==> config.mk <==
export PLATFORM = sky130hd
export DESIGN_NAME = sdram_read_to_avalon_st
export DESIGN_NICKNAME = d
export VERILOG_FILES = /design/src/rtl/sdram_read_to_avalon_st.sv
export SDC_FILE = /design/constraint.sdc
export NUM_CORES = 2
export LEC_CHECK = 0
export CORE_MARGIN = 1
export CORE_UTILIZATION = 50
export CTS_BUF_LIST = sky130_fd_sc_hd__clkbuf_8
export DETAILED_ROUTE_END_ITERATION = 10
export GPL_TIMING_DRIVEN = 0
export PLACE_DENSITY = 0.68
export SYNTH_ARGS = -nofsm -noshare
export SYNTH_HDL_FRONTEND = slang
export SYNTH_SLANG_ARGS = --single-unit
==> constraint.sdc <==
create_clock -name clock -period 34.5 [get_ports clock]
set_input_delay 3.45 -clock clock [delete_from_list [all_inputs] [get_ports clock]]
set_output_delay 3.45 -clock clock [all_outputs]
set_load 0.01 [all_outputs]
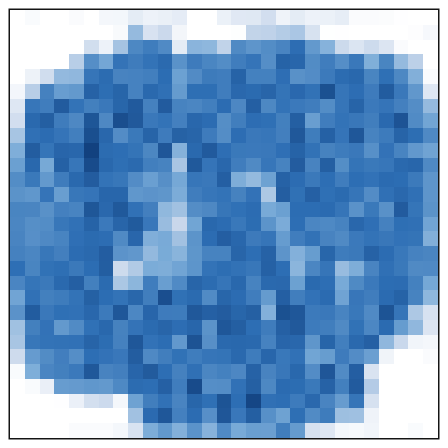
(cell area per tile)
The die is cut into 29 by 29 equal tiles; white is low, dark blue is high, 0 to 100% covered.
nearly empty tiles: 9.4%
mean over tiles: 57%
fullest tile: 93%
tiles over 75% full: 25%
Floorplan Utilization: 50.3%
Std-Cell Core Area: 334000 um2
Util after Layout: 59.3%

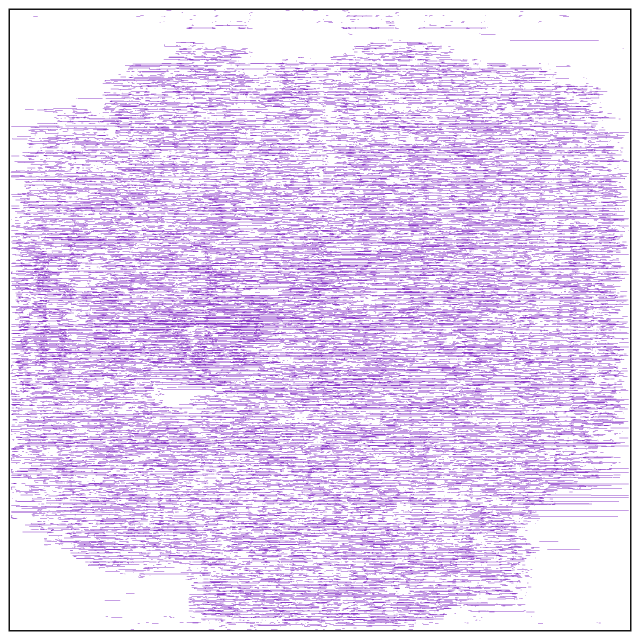
(M1 wires)
wire length on this layer: 180 mm
longest straight run: 176 um
main direction: horizontal
share of all routed wire: 37%
met1 GRT Util: 39.0%
via count of the routed design: 85200
WL final: 484000 um

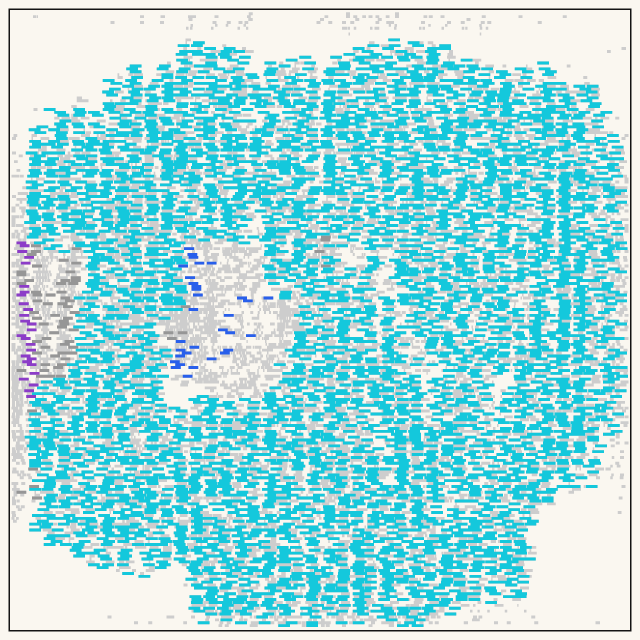
(sequential cells grouped by signal name)
Other sequential cells in the stronger grey, the rest of the logic in the fainter grey.
legend:
  mm_addr:
    colour: purple
    flops: 27
    where: west
  r_checksum:
    colour: blue
    flops: 32
  r_mem:
    colour: cyan
    flops: 4096
    where: widely spread
not coloured: 70
fraction of area in registers: 63.8%
register area: 126000 um2
power attributed to sequential cells: 5.96 mW

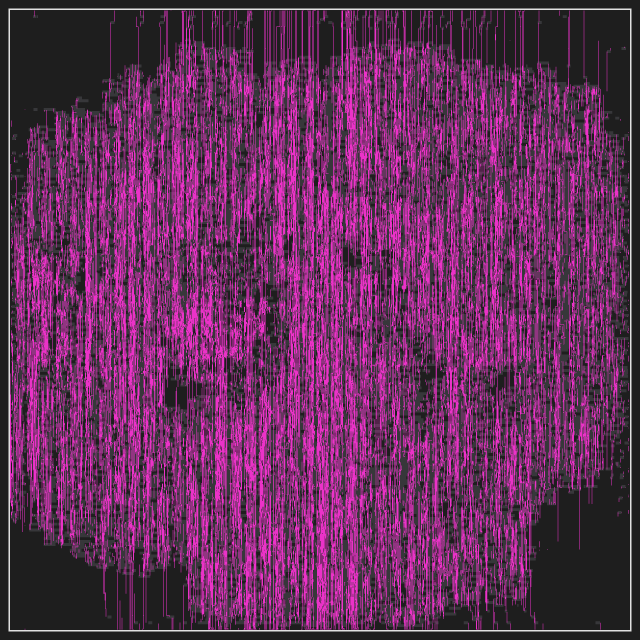
(met2 routing)
longest straight run: 365 um
share of all routed wire: 47%
nets with wire on the layer: 8755
main direction: vertical
wire length on this layer: 229 mm
global-route track usage on met2: 44.4%

==> results.md <==
| Item | This run |
|---|---|
| Area share of fa/ha/maj cells after synthesis | 2.89% |
| Net count reported at finish | 9461 |
| Internal Pwr Total | 10.9 mW |
| Post-synth design cell area | 168000 um2 |
| Unrepaired setup endpoints after global routing | no |
| Dominant logic cell type in the layout | sky130_fd_sc_hd__edfxtp_1 |
| Run status | completed |
| Wire per inst | 34.9 um |
| Detailed-placement wirelength estimate | 338000 um |
| Latency at later pin | 1190 ps |
| Sequential area share after synthesis | 75.2% |
| Count of input and output buffers | 647 |
| Finished Layout Cells | 13900 |
| Area share of the leading cell type in the synthesized netlist | 73.3% |
| Number of max-slew violations in the final report | 0 |
| Combinational cell area excluding buffers and inverters | 38800 um2 |
| Biggest area consumer among synthesized cells | sky130_fd_sc_hd__edfxtp_1 |
| Depth of the worst hold-timing path | 1 |
| Max transition margin | 12.6% |
| Synth mux share | 17.4% |
| Min cycle time layout | 9420 ps |
| Yosys Instances | 7255 |
| Global-route wire length before repair | 667000 um |
| XOR-XNOR Cells, Area Fraction | 0.303% |
| Sequential share of power | 35.6% |
| Cell count after synthesis | 7255 |
| Total global routing overflow | 0 |
| GRT Overall Usage | 28.6% |
| Worst endpoint required time | 31050 ps |
| TritonCTS clock tree | yes |
| IO Pins | 657 |
| Top area cell types | sky130_fd_sc_hd__edfxtp_1 73%, sky130_fd_sc_hd__mux4_2 17%, sky130_fd_sc_hd__fa_1 2.6% |
| Number of cells on the worst reg-to-reg path | 16 |
| Maximum vdd drop | 0.0946 mV |
| Standby leakage power | 64.9 nW |
| Buffers and inverters on the worst path | 2 |
| Cell occurring most often along the worst timing path | sky130_fd_sc_hd__nand2_1 |
| Power Total | 16.7 mW |
| Area fraction in compound gates after synthesis | 0.848% |
layout make-up:
cell class                 instances  share of cell area [%]
clock inverter                   507                    1.35
tap                             4387                    2.77
clock buffer                     682                    4.74
inverter                         305                   0.581
sequential                      4225                    63.8
buffer                           389                   0.961
multi-input combinational       2342                    19.6
antenna                           60                  0.0759
timing repair buffer             973                    6.09
power by group through the flow:
stage                     clock, mW  combinational, mW  sequential (mW)
final                          3.92               6.85             5.96
after global routing           4.19               7.25             5.96
after CTS                      3.97               6.86             5.95
after detailed placement          0               6.82             6.05
after global placement            0               6.68             6.22
after floorplan                   0               4.06             6.08
per-layer routing:
layer  wire length, um  track usage (%)  up-vias
li1                  -                -    33600
met1            180000             39.0    45400
met2            229000             44.4     5266
met3             55300             7.42      800
met4             19700             11.7       48
met5               283                0        -
logic make-up after synthesis:
family,count (synthesis)
xor+xnor,58
other cells,1
buf+inv,694
flops,4225
mux,1312
simple gates,488
fa+ha+maj,259
compound gates,218
per-stage QoR:
stage                     hold WS (ps)  util, %  worst slack (ps)
after global routing               527     59.3             24880
after CTS                          499     59.2             25030
after floorplan                    435        -             11400
final                              507     59.3             25080
after detailed placement           490     55.6             24740
after global placement             476     53.9            -11920
Power figures rest on the tool's default switching activity, not on a simulated workload.
